===== src/rtl/uart_fifo.sv =====
// UART with TX/RX FIFOs, programmable framing, sticky error flags and a threshold interrupt.
// Optional parity support is built only when UART_PARITY_EN is defined.
`timescale 1ns/1ps
module uart_fifo #(
    parameter int FIFO_DEPTH  = 16,
    parameter int DEFAULT_DIV = 867
) (
    input  logic        clk,
    input  logic        rst_n,
    input  logic [7:0]  addr,
    input  logic        wr_en,
    input  logic        rd_en,
    input  logic [31:0] wdata,
    output logic [31:0] rdata,
    output logic        uart_tx,
    input  logic        uart_rx,
    output logic        irq
);
    localparam int AW = $clog2(FIFO_DEPTH);
    localparam int CW = AW + 1;

    typedef enum logic [2:0] {TX_IDLE, TX_START, TX_DATA, TX_PAR, TX_STOP} tx_state_t;
    typedef enum logic [2:0] {RX_IDLE, RX_START, RX_DATA, RX_PAR, RX_STOP} rx_state_t;

    logic [2:0]  sel;
    logic        tx_wr, rx_rd, st_wr, ctrl_wr;
    logic [15:0] clk_div_reg;
    logic        stop2_reg, rx_ie_reg, tx_ie_reg, err_ie_reg;
    logic [6:0]  rx_thr_reg;
    logic        rx_ovr_reg, frame_err_reg, tx_ovf_reg, irq_reg;
    logic        perr_set;

    assign sel     = addr[4:2];
    assign tx_wr   = wr_en && (sel == 3'd0);
    assign rx_rd   = rd_en && (sel == 3'd1);
    assign st_wr   = wr_en && (sel == 3'd2);
    assign ctrl_wr = wr_en && (sel == 3'd3);

`ifdef UART_PARITY_EN
    logic [1:0] parity_reg;
    logic       parity_err_reg;
    always_ff @(posedge clk or negedge rst_n) begin
        if (!rst_n) begin
            parity_reg     <= 2'b00;
            parity_err_reg <= 1'b0;
        end else begin
            if (ctrl_wr) parity_reg <= wdata[17:16];
            parity_err_reg <= (parity_err_reg & ~(st_wr & wdata[6])) | perr_set;
        end
    end
`else
    logic [1:0] parity_reg;
    logic       parity_err_reg;
    logic       unused_perr;
    assign parity_reg     = 2'b00;
    assign parity_err_reg = 1'b0;
    assign unused_perr    = perr_set;
`endif

    logic unused_bits;
    assign unused_bits = ^{addr[7:5], addr[1:0], wdata[31], wdata[23:22], wdata[17:16], wdata[6]};

    // ---------------- TX FIFO ----------------
    logic [7:0]    tx_mem [FIFO_DEPTH];
    logic [AW-1:0] tx_wp_reg, tx_rp_reg;
    logic [CW-1:0] tx_count_reg;
    logic          tx_full, tx_empty, tx_push, tx_pop;

    assign tx_full  = (tx_count_reg == CW'(FIFO_DEPTH));
    assign tx_empty = (tx_count_reg == '0);
    // A pop in the same cycle frees the slot, so a push into a full FIFO is still taken.
    assign tx_push  = tx_wr && (!tx_full || tx_pop);

    always_ff @(posedge clk) begin
        if (tx_push) tx_mem[tx_wp_reg] <= wdata[7:0];
    end

    always_ff @(posedge clk or negedge rst_n) begin
        if (!rst_n) begin
            tx_wp_reg    <= '0;
            tx_rp_reg    <= '0;
            tx_count_reg <= '0;
        end else begin
            if (tx_push) tx_wp_reg <= tx_wp_reg + AW'(1);
            if (tx_pop)  tx_rp_reg <= tx_rp_reg + AW'(1);
            if (tx_push && !tx_pop)      tx_count_reg <= tx_count_reg + CW'(1);
            else if (!tx_push && tx_pop) tx_count_reg <= tx_count_reg - CW'(1);
        end
    end

    // ---------------- TX FSM ----------------
    tx_state_t   tx_state_reg, tx_state_next;
    logic [15:0] tx_tick_reg;
    logic [7:0]  tx_shift_reg;
    logic [2:0]  tx_bit_reg;
    logic        tx_par_reg, tx_par_en_reg, tx_stop_left_reg, tx_bit_end;

    assign tx_bit_end = (tx_tick_reg == 16'd0);

    always_comb begin
        tx_state_next = tx_state_reg;
        tx_pop        = 1'b0;
        case (tx_state_reg)
            TX_IDLE:  if (!tx_empty) begin
                          tx_pop        = 1'b1;
                          tx_state_next = TX_START;
                      end
            TX_START: if (tx_bit_end) tx_state_next = TX_DATA;
            TX_DATA:  if (tx_bit_end && tx_bit_reg == 3'd7)
                          tx_state_next = tx_par_en_reg ? TX_PAR : TX_STOP;
            TX_PAR:   if (tx_bit_end) tx_state_next = TX_STOP;
            TX_STOP:  if (tx_bit_end && !tx_stop_left_reg) begin
                          // Chain straight into the next queued byte: no idle bit between frames.
                          if (!tx_empty) begin
                              tx_pop        = 1'b1;
                              tx_state_next = TX_START;
                          end else begin
                              tx_state_next = TX_IDLE;
                          end
                      end
            default:  tx_state_next = TX_IDLE;
        endcase
    end

    always_ff @(posedge clk or negedge rst_n) begin
        if (!rst_n) begin
            tx_state_reg     <= TX_IDLE;
            tx_tick_reg      <= 16'd0;
            tx_shift_reg     <= 8'd0;
            tx_bit_reg       <= 3'd0;
            tx_par_reg       <= 1'b0;
            tx_par_en_reg    <= 1'b0;
            tx_stop_left_reg <= 1'b0;
        end else begin
            tx_state_reg <= tx_state_next;
            if (tx_state_reg == TX_IDLE || tx_bit_end) tx_tick_reg <= clk_div_reg;
            else                                       tx_tick_reg <= tx_tick_reg - 16'd1;
            if (tx_pop) begin
                tx_shift_reg     <= tx_mem[tx_rp_reg];
                tx_par_reg       <= (^tx_mem[tx_rp_reg]) ^ parity_reg[0];
                tx_par_en_reg    <= parity_reg[1];
                tx_stop_left_reg <= stop2_reg;
                tx_bit_reg       <= 3'd0;
            end else if (tx_bit_end) begin
                if (tx_state_reg == TX_DATA) begin
                    tx_shift_reg <= {1'b0, tx_shift_reg[7:1]};
                    tx_bit_reg   <= tx_bit_reg + 3'd1;
                end
                if (tx_state_reg == TX_STOP) tx_stop_left_reg <= 1'b0;
            end
        end
    end

    always_comb begin
        case (tx_state_reg)
            TX_START: uart_tx = 1'b0;
            TX_DATA:  uart_tx = tx_shift_reg[0];
            TX_PAR:   uart_tx = tx_par_reg;
            default:  uart_tx = 1'b1;
        endcase
    end

    // ---------------- RX path ----------------
    logic rx_s1_reg, rx_s2_reg, rx_s3_reg;
    always_ff @(posedge clk or negedge rst_n) begin
        if (!rst_n) begin
            rx_s1_reg <= 1'b1;
            rx_s2_reg <= 1'b1;
            rx_s3_reg <= 1'b1;
        end else begin
            rx_s1_reg <= uart_rx;
            rx_s2_reg <= rx_s1_reg;
            rx_s3_reg <= rx_s2_reg;
        end
    end

    rx_state_t   rx_state_reg, rx_state_next;
    logic [15:0] rx_tick_reg;
    logic [7:0]  rx_shift_reg;
    logic [2:0]  rx_bit_reg;
    logic        rx_par_reg, rx_par_en_reg, rx_par_odd_reg, rx_bit_end;
    logic        rx_push_req, ferr_set;

    assign rx_bit_end = (rx_tick_reg == 16'd0);

    always_comb begin
        rx_state_next = rx_state_reg;
        rx_push_req   = 1'b0;
        ferr_set      = 1'b0;
        perr_set      = 1'b0;
        case (rx_state_reg)
            RX_IDLE:  if (rx_s3_reg && !rx_s2_reg) rx_state_next = RX_START;
            RX_START: if (rx_bit_end) rx_state_next = rx_s2_reg ? RX_IDLE : RX_DATA;
            RX_DATA:  if (rx_bit_end && rx_bit_reg == 3'd7)
                          rx_state_next = rx_par_en_reg ? RX_PAR : RX_STOP;
            RX_PAR:   if (rx_bit_end) rx_state_next = RX_STOP;
            RX_STOP:  if (rx_bit_end) begin
                          rx_state_next = RX_IDLE;
                          if (!rx_s2_reg) ferr_set = 1'b1;
                          else if (rx_par_en_reg && (rx_par_reg != ((^rx_shift_reg) ^ rx_par_odd_reg)))
                              perr_set = 1'b1;
                          else rx_push_req = 1'b1;
                      end
            default:  rx_state_next = RX_IDLE;
        endcase
    end

    always_ff @(posedge clk or negedge rst_n) begin
        if (!rst_n) begin
            rx_state_reg   <= RX_IDLE;
            rx_tick_reg    <= 16'd0;
            rx_shift_reg   <= 8'd0;
            rx_bit_reg     <= 3'd0;
            rx_par_reg     <= 1'b0;
            rx_par_en_reg  <= 1'b0;
            rx_par_odd_reg <= 1'b0;
        end else begin
            rx_state_reg <= rx_state_next;
            if (rx_state_reg == RX_IDLE) begin
                // Half-period preload puts every later sample near mid-bit.
                rx_tick_reg    <= {1'b0, clk_div_reg[15:1]};
                rx_bit_reg     <= 3'd0;
                rx_par_en_reg  <= parity_reg[1];
                rx_par_odd_reg <= parity_reg[0];
            end else if (rx_bit_end) begin
                rx_tick_reg <= clk_div_reg;
                if (rx_state_reg == RX_DATA) begin
                    rx_shift_reg <= {rx_s2_reg, rx_shift_reg[7:1]};
                    rx_bit_reg   <= rx_bit_reg + 3'd1;
                end
                if (rx_state_reg == RX_PAR) rx_par_reg <= rx_s2_reg;
            end else begin
                rx_tick_reg <= rx_tick_reg - 16'd1;
            end
        end
    end

    // ---------------- RX FIFO ----------------
    logic [7:0]    rx_mem [FIFO_DEPTH];
    logic [AW-1:0] rx_wp_reg, rx_rp_reg;
    logic [CW-1:0] rx_count_reg;
    logic          rx_full, rx_avail, rx_push, rx_pop, ovr_set;

    assign rx_full  = (rx_count_reg == CW'(FIFO_DEPTH));
    assign rx_avail = (rx_count_reg != '0);
    assign rx_pop   = rx_rd && rx_avail;
    assign rx_push  = rx_push_req && (!rx_full || rx_pop);
    assign ovr_set  = rx_push_req && rx_full && !rx_pop;

    always_ff @(posedge clk) begin
        if (rx_push) rx_mem[rx_wp_reg] <= rx_shift_reg;
    end

    always_ff @(posedge clk or negedge rst_n) begin
        if (!rst_n) begin
            rx_wp_reg    <= '0;
            rx_rp_reg    <= '0;
            rx_count_reg <= '0;
        end else begin
            if (rx_push) rx_wp_reg <= rx_wp_reg + AW'(1);
            if (rx_pop)  rx_rp_reg <= rx_rp_reg + AW'(1);
            if (rx_push && !rx_pop)      rx_count_reg <= rx_count_reg + CW'(1);
            else if (!rx_push && rx_pop) rx_count_reg <= rx_count_reg - CW'(1);
        end
    end

    // ---------------- Control, flags, interrupt ----------------
    logic [6:0] rx_thr_eff;
    logic       irq_next;
    assign rx_thr_eff = (rx_thr_reg == 7'd0) ? 7'd1 : rx_thr_reg;
    assign irq_next   = (rx_ie_reg && ({1'b0, rx_thr_eff} <= 8'(rx_count_reg)))
                      | (tx_ie_reg && tx_empty && (tx_state_reg == TX_IDLE))
                      | (err_ie_reg && (rx_ovr_reg | frame_err_reg | parity_err_reg | tx_ovf_reg));

    always_ff @(posedge clk or negedge rst_n) begin
        if (!rst_n) begin
            clk_div_reg   <= 16'(DEFAULT_DIV);
            stop2_reg     <= 1'b0;
            rx_ie_reg     <= 1'b0;
            tx_ie_reg     <= 1'b0;
            err_ie_reg    <= 1'b0;
            rx_thr_reg    <= 7'd0;
            rx_ovr_reg    <= 1'b0;
            frame_err_reg <= 1'b0;
            tx_ovf_reg    <= 1'b0;
            irq_reg       <= 1'b0;
        end else begin
            if (ctrl_wr) begin
                clk_div_reg <= wdata[15:0];
                stop2_reg   <= wdata[18];
                rx_ie_reg   <= wdata[19];
                tx_ie_reg   <= wdata[20];
                err_ie_reg  <= wdata[21];
                rx_thr_reg  <= wdata[30:24];
            end
            rx_ovr_reg    <= (rx_ovr_reg & ~(st_wr & wdata[2])) | ovr_set;
            frame_err_reg <= (frame_err_reg & ~(st_wr & wdata[5])) | ferr_set;
            tx_ovf_reg    <= (tx_ovf_reg & ~(st_wr & wdata[7])) | (tx_wr && tx_full && !tx_pop);
            irq_reg       <= irq_next;
        end
    end

    assign irq = irq_reg;

    always_comb begin
        rdata = 32'd0;
        if (rd_en) begin
            case (sel)
                3'd1: rdata = {24'd0, rx_avail ? rx_mem[rx_rp_reg] : 8'd0};
                3'd2: rdata = {16'd0, 8'(rx_count_reg), tx_ovf_reg, parity_err_reg, frame_err_reg,
                               tx_empty, tx_full, rx_ovr_reg, rx_avail,
                               (tx_state_reg != TX_IDLE) || !tx_empty};
                3'd3: rdata = {1'b0, rx_thr_reg, 2'b00, err_ie_reg, tx_ie_reg, rx_ie_reg,
                               stop2_reg, parity_reg, clk_div_reg};
                default: rdata = 32'd0;
            endcase
        end
    end
endmodule


===== config.mk =====
export PLATFORM = sky130hd
export DESIGN_NAME = uart_fifo
export DESIGN_NICKNAME = d
export VERILOG_FILES = /design/src/rtl/uart_fifo.sv
export SDC_FILE = /design/constraint.sdc
export NUM_CORES = 1
export LEC_CHECK = 0
export ABC_AREA = 1
export CORE_MARGIN = 2
export CORE_UTILIZATION = 60
export DETAILED_ROUTE_END_ITERATION = 6
export MAX_ROUTING_LAYER = met4
export PLACE_DENSITY = 0.79
export SKIP_CTS_REPAIR_TIMING = 1
export SYNTH_ARGS = -nofsm -noshare
export SYNTH_HDL_FRONTEND = slang
export SYNTH_SLANG_ARGS = --single-unit

===== constraint.sdc =====
create_clock -name clk -period 5.8 [get_ports clk]
set_input_delay 0.58 -clock clk [delete_from_list [all_inputs] [get_ports clk]]
set_output_delay 0.58 -clock clk [all_outputs]
set_load 0.1 [all_outputs]

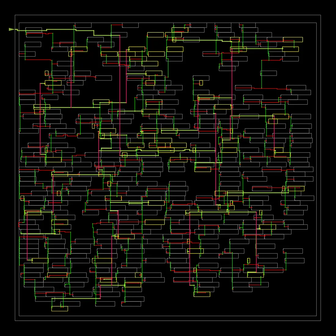
(run_1/clock_nets.png)
registers: 378
Clock Latency Late Sink: 540 ps
clock skew: 18.0 ps
clock buffers: 52
Num Clock Sinks: 378

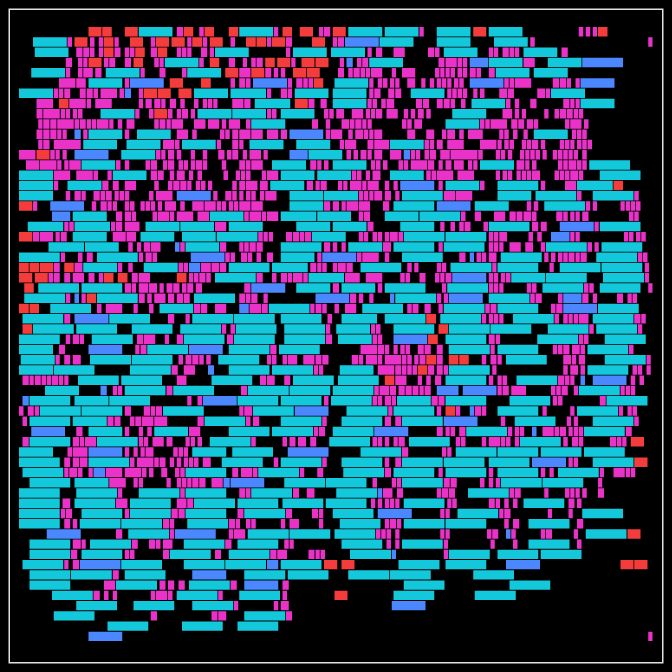
(run_1/class_map.png)
legend:
  blue:
    class: clock drivers and dummy loads
    cells: 72
    share_of_their_area: 7.0%
  cyan:
    class: sequential cells
    cells: 378
    share_of_their_area: 57%
  red:
    class: remaining buffers and delay cells
    cells: 80
    share_of_their_area: 3.7%
  magenta:
    class: remaining logic cells
    cells: 1,261
    share_of_their_area: 32%
fin area: 19,300 µm²
final core occ: 69.1%

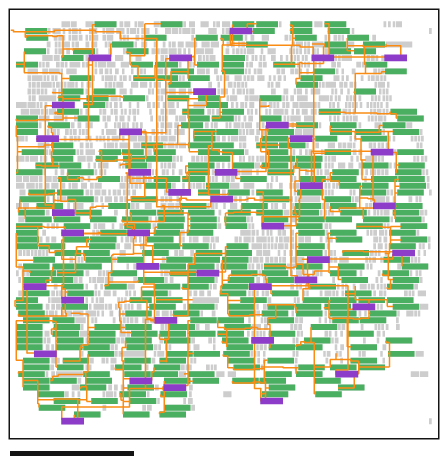
(run_1/clock_wires.png)
The bar under the picture is 50 µm long.
legend:
  orange:
    item: clock wires
    length: 4,150 µm
  green:
    item: flip-flops
    count: 378
  purple:
    item: clock-net drivers
    count: 39
routed clock nets: 40

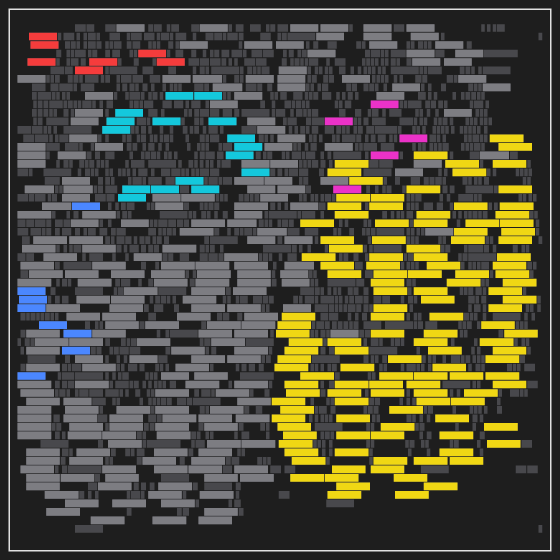
(run_1/ff_map.png)
legend:
  magenta:
    netlist_name: tx_count_reg
    sequential_cells: 5
  yellow:
    netlist_name: tx_mem
    sequential_cells: 128
  cyan:
    netlist_name: rx_tick_reg
    sequential_cells: 16
  red:
    netlist_name: rx_thr_reg
    sequential_cells: 7
    where: upper left
  blue:
    netlist_name: rx_shift_reg
    sequential_cells: 8
    where: middle left
not colored: 214
sequential share of cell area: 55.7%
Flop area: 10,800 µm²
Flop+latch power: 3.29 mW

==> reports/metrics.cfg, run 1 <==
[run_status]
status=complete, no violations

[yosys]
yosys_warnings=0
yosys-stat-area_um2=17100
syn_area_per_cell_um2=10.1
top_cells_by_count=354 x nand2_1, 258 x nor2_1, 256 x edfxtp_1, 139 x inv_1, 134 x o21ai_0
flop_cell=edfxtp_1
top_area_cell=edfxtp_1
netlist_instances=1705

[global_route]
grt_max_degree=78
use_met3_pct=3.96
grt.met1_usage_pct=35.1
use_met2_pct=43.3

[placement]
hpwl_mm=24.3

[sta]
max_freq_mhz=263
setup_violations=0
layout_min_cycle_time_ps=3800
rsz0062_at_grt=false
post-route-period-util_pct=65.5

[drt]
routed_via_density=5.64
drt_first_pass_iters=7
dr.first_iter.drc_count=1202
drt-total-wl_mm=38.9

[layout]
reg.largest.list=rx_mem: 128 flops, tx_mem: 128 flops

[critical_path]
required_ps=5220
cp_max_fo=26
regToRegSetupSlack_ps=2110
worstSetupStartpointType=flip-flop

[floorplan]
rows=61
fp.dieW_um=173

[power]
p_leak_nw=7.99

[clock_network]
clk_pin_slew_ps=60
clockBufferDepth=3

[run 1: cell type report]
| class | count | area [µm²] | share of cell area [%] |
|---|---|---|---|
| repair buffers | 80 | 701 | 3.63 |
| inverters | 154 | 579 | 3.00 |
| well taps | 378 | 473 | 2.45 |
| clock inverters | 20 | 218 | 1.13 |
| clock buffers | 52 | 1100 | 5.70 |
| flip-flops and latches | 378 | 10800 | 55.7 |
| multi-input cells | 1107 | 5470 | 28.3 |
[run 1: worst max-delay path, stage by stage (launching register included)]
cell	delay [ps]
dfrtp_1	370
inv_1	690
o21ai_0	270
o221ai_1	300
o21ai_1	130
mux2i_1	230
nand3_1	100
a21oi_1	240
buf_4	340
[run 1: how the worst min path moves through the flow]
| stage | depth (start not counted) | slack, ps | to |
|---|---|---|---|
| final | 1 | 210 | tx_shift_reg[5] |
| after global routing | 1 | 290 | tx_shift_reg[6] |
| after CTS | 1 | 240 | tx_shift_reg[3] |
| after detailed placement | 0 | 350 | rx_s2_reg |
| after global placement | 0 | 350 | rx_s2_reg |
| after floorplan | 0 | 280 | clk_div_reg[10] |
[run 1: per-layer routing]
layer / share of wire [%] / routed length, µm
met5: 0 / 0
met4: 3.3 / 1290
met3: 6.8 / 2650
met2: 48 / 18900
met1: 41 / 16100
[run 1: metrics by stage]
| step | setup slack [ps] | utilization [%] | power (mW) | cells |
|---|---|---|---|---|
| after detailed placement | 2080 | 64.3 | 5.18 | 2096 |
| after global routing | 1750 | 69.1 | 8.09 | 2169 |
| after floorplan | 2320 | - | 4.67 | 1709 |
| after global placement | 2170 | 64.3 | 5.10 | 2096 |
| final | 2000 | 69.1 | 7.72 | 2169 |
| after CTS | 1990 | 69.0 | 7.73 | 2168 |
[run 1: power by group]
part           leakage (nW)  switching, mW  internal [mW]  total (mW)
registers              3.83          0.196           3.10        3.29
clock network         0.654           1.03           1.52        2.54
logic                  3.51           1.28          0.596        1.88
[run 1: layout by cell type (no fill, tap or decap), drive strengths merged, types with 9 or more instances in the layout]
master         count
clkbuf            52
nor3              27
xnor2              9
o21ai            144
o221ai            28
ha                30
clkinv            19
o211ai            12
dfrtp            113
inv              151
dfstp              9
nor2             267
clkdlybuf4s50     40
buf               40
nand3             68
edfxtp           256
xor2              29
nand2            365
a21oi             74
o22ai             16
[run 1: kinds of logic after synthesis]
| family | synth area share (%) |
|---|---|
| buf+inv | 5.50 |
| simple gates | 17.5 |
| flops | 62.7 |
| compound gates | 9.68 |
| other cells | 0.0219 |
| xor+xnor | 1.94 |
| mux | 0.190 |
| fa+ha+maj | 2.42 |
==> run_1/gates.png <==
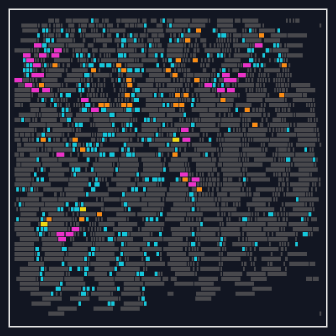

--- run 2 (diff from run 1) ---
clock period = 3.6 ns   (was 5.8 ns; I/O delays follow)
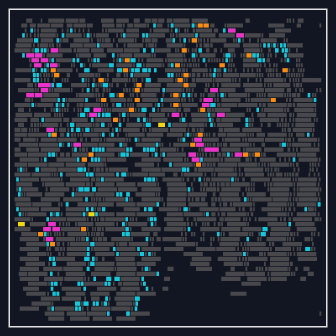
(run_2/gates.png)
legend:
  magenta:
    family: fa/ha/maj cells
    cells: 32
  orange:
    family: xor and xnor cells
    cells: 38
  cyan:
    family: aoi and oai cells
    cells: 286
    where: all over the die
  yellow:
    family: mux cells
    cells: 3
Post-Layout Cell Count: 2,201
logic share of the area: 27.6%
most frequent logic cell in the layout: nand2_1

==> run 2 against run 1 <==
Net effect: the run now ends with DRC left; core utilization grew 1.9 points; setup slack lost 1900 ps; clock skew rose by 10 ps; register-to-register slack lost 1800 ps; largest power group unchanged; highest routed layer unchanged; first-iteration DRC count up 6.5%; synthesized area unchanged; sequential power up 62%.
==> reports/metrics.cfg, run 2 <==
[run_status]
status=finished with violations  ; was complete, no violations
violations=DRC

[sta]
post-route-period-util_pct=95.8
rsz0062_at_grt=false  ; unchanged
setup_ws_ps=150  ; was 2000 ps

[yosys]
netlist_instances=1705  ; unchanged
top_logic_kind=simple AND/OR/NAND/NOR gates  ; unchanged
syn_area_per_cell_um2=10.1  ; unchanged
synthMuxAreaShare_pct=0.190  ; unchanged
yosys-stat-area_um2=17100  ; unchanged
ys_sh_simple_pct=17.5  ; unchanged

[layout]
comb_area_um2=5480  ; was 5470 µm²

[critical_path]
regToRegSetupSlack_ps=300  ; was 2110 ps
cp_slowest_cell=dfrtp_1  ; was inv_1
required_ps=3240  ; was 5220 ps
cp_max_fo=17  ; was 26

[clock_network]
clockBufferDepth=3  ; unchanged
clkSinkCount=378  ; unchanged

[placement]
place_ws_ps=256  ; was 2080 ps

[drt]
dr.first_iter.drc_count=1280  ; was 1,202
drc=8  ; was 0

[power]
power_switching_share_pct=32.9  ; was 32.5%
p_leak_nw=8.22  ; was 7.99 nW
intPower_mw=8.33  ; was 5.21 mW

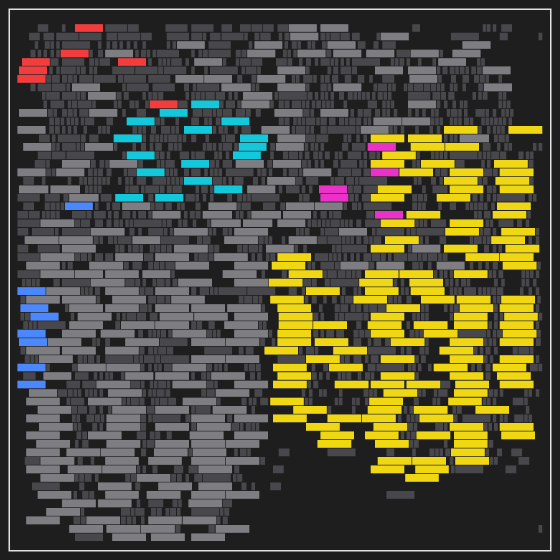
(run_2/ff_map.png)
legend:
  cyan:
    netlist_name: rx_tick_reg
    sequential_cells: 16
  magenta:
    netlist_name: tx_count_reg
    sequential_cells: 5
  blue:
    netlist_name: rx_shift_reg
    sequential_cells: 8
    where: middle left
  yellow:
    netlist_name: tx_mem
    sequential_cells: 128
  red:
    netlist_name: rx_thr_reg
    sequential_cells: 7
    where: upper left

-- run 2: power by group through the flow --
stage	logic, mW	registers (mW)	clock network (mW)
final	3.17	5.34	3.91
after floorplan	2.20	5.32	0
after detailed placement	3.08	5.41	0
after CTS	3.13	5.33	3.94
after global placement	2.96	5.39	0
after global routing	3.53	5.39	4.11
-- run 2: worst max-delay path by stage --
stage,start,end,slack [ps],cells after the start
2_1_floorplan,rx_rp_reg[0],rdata[1],350,10
4_1_cts,tx_tick_reg[0],tx_count_reg[4],190,20
3_5_place_dp,tx_tick_reg[0],tx_count_reg[4],260,21
3_3_place_gp,tx_tick_reg[0],tx_count_reg[4],420,21
6_report,rx_rp_reg[1],rdata[6],150,9
5_1_grt,tx_tick_reg[0],tx_count_reg[4],20,20
-- run 2: cell type report --
cell class                 instances  share of cell area [%]
inverter                         154                    2.92
clock buffer                      59                    5.93
timing repair buffer             112                    6.45
sequential                       378                    54.2
tap                              378                    2.39
multi-input combinational       1107                    27.6
clock inverter                    13                   0.423
-- run 2: cell families after synthesis --
family,count (synthesis)
mux,3
xor+xnor,38
other cells,1
flops,378
simple gates,739
compound gates,290
buf+inv,224
fa+ha+maj,32
-- run 2: critical path: cells and delay by family, from the launching register on --
family          cells  cell delay [ps]
buf+inv             3              700
simple gates        1              290
compound gates      5              820
flops               1              720
-- run 2: routing by layer --
layer,up-vias,wire (µm),track usage [%]
met1,6053,15700,35.2
met2,508,19900,46.4
li1,5927,-,-
met3,101,2910,3.56
met5,-,0,-
met4,0,1260,9.57
-- run 2: through the flow --
step                      power [mW]  area, µm²  hold slack (ps)  cells
final                           12.4      19800              231   2201
after global routing            13.0      19800              250   2201
after CTS                       12.4      19800            -84.2   2200
after detailed placement        8.49      18500              347   2128
after global placement          8.34      18500              346   2128
after floorplan                 7.53      17200             64.4   1709
Power is estimated from default activity; no workload was simulated.
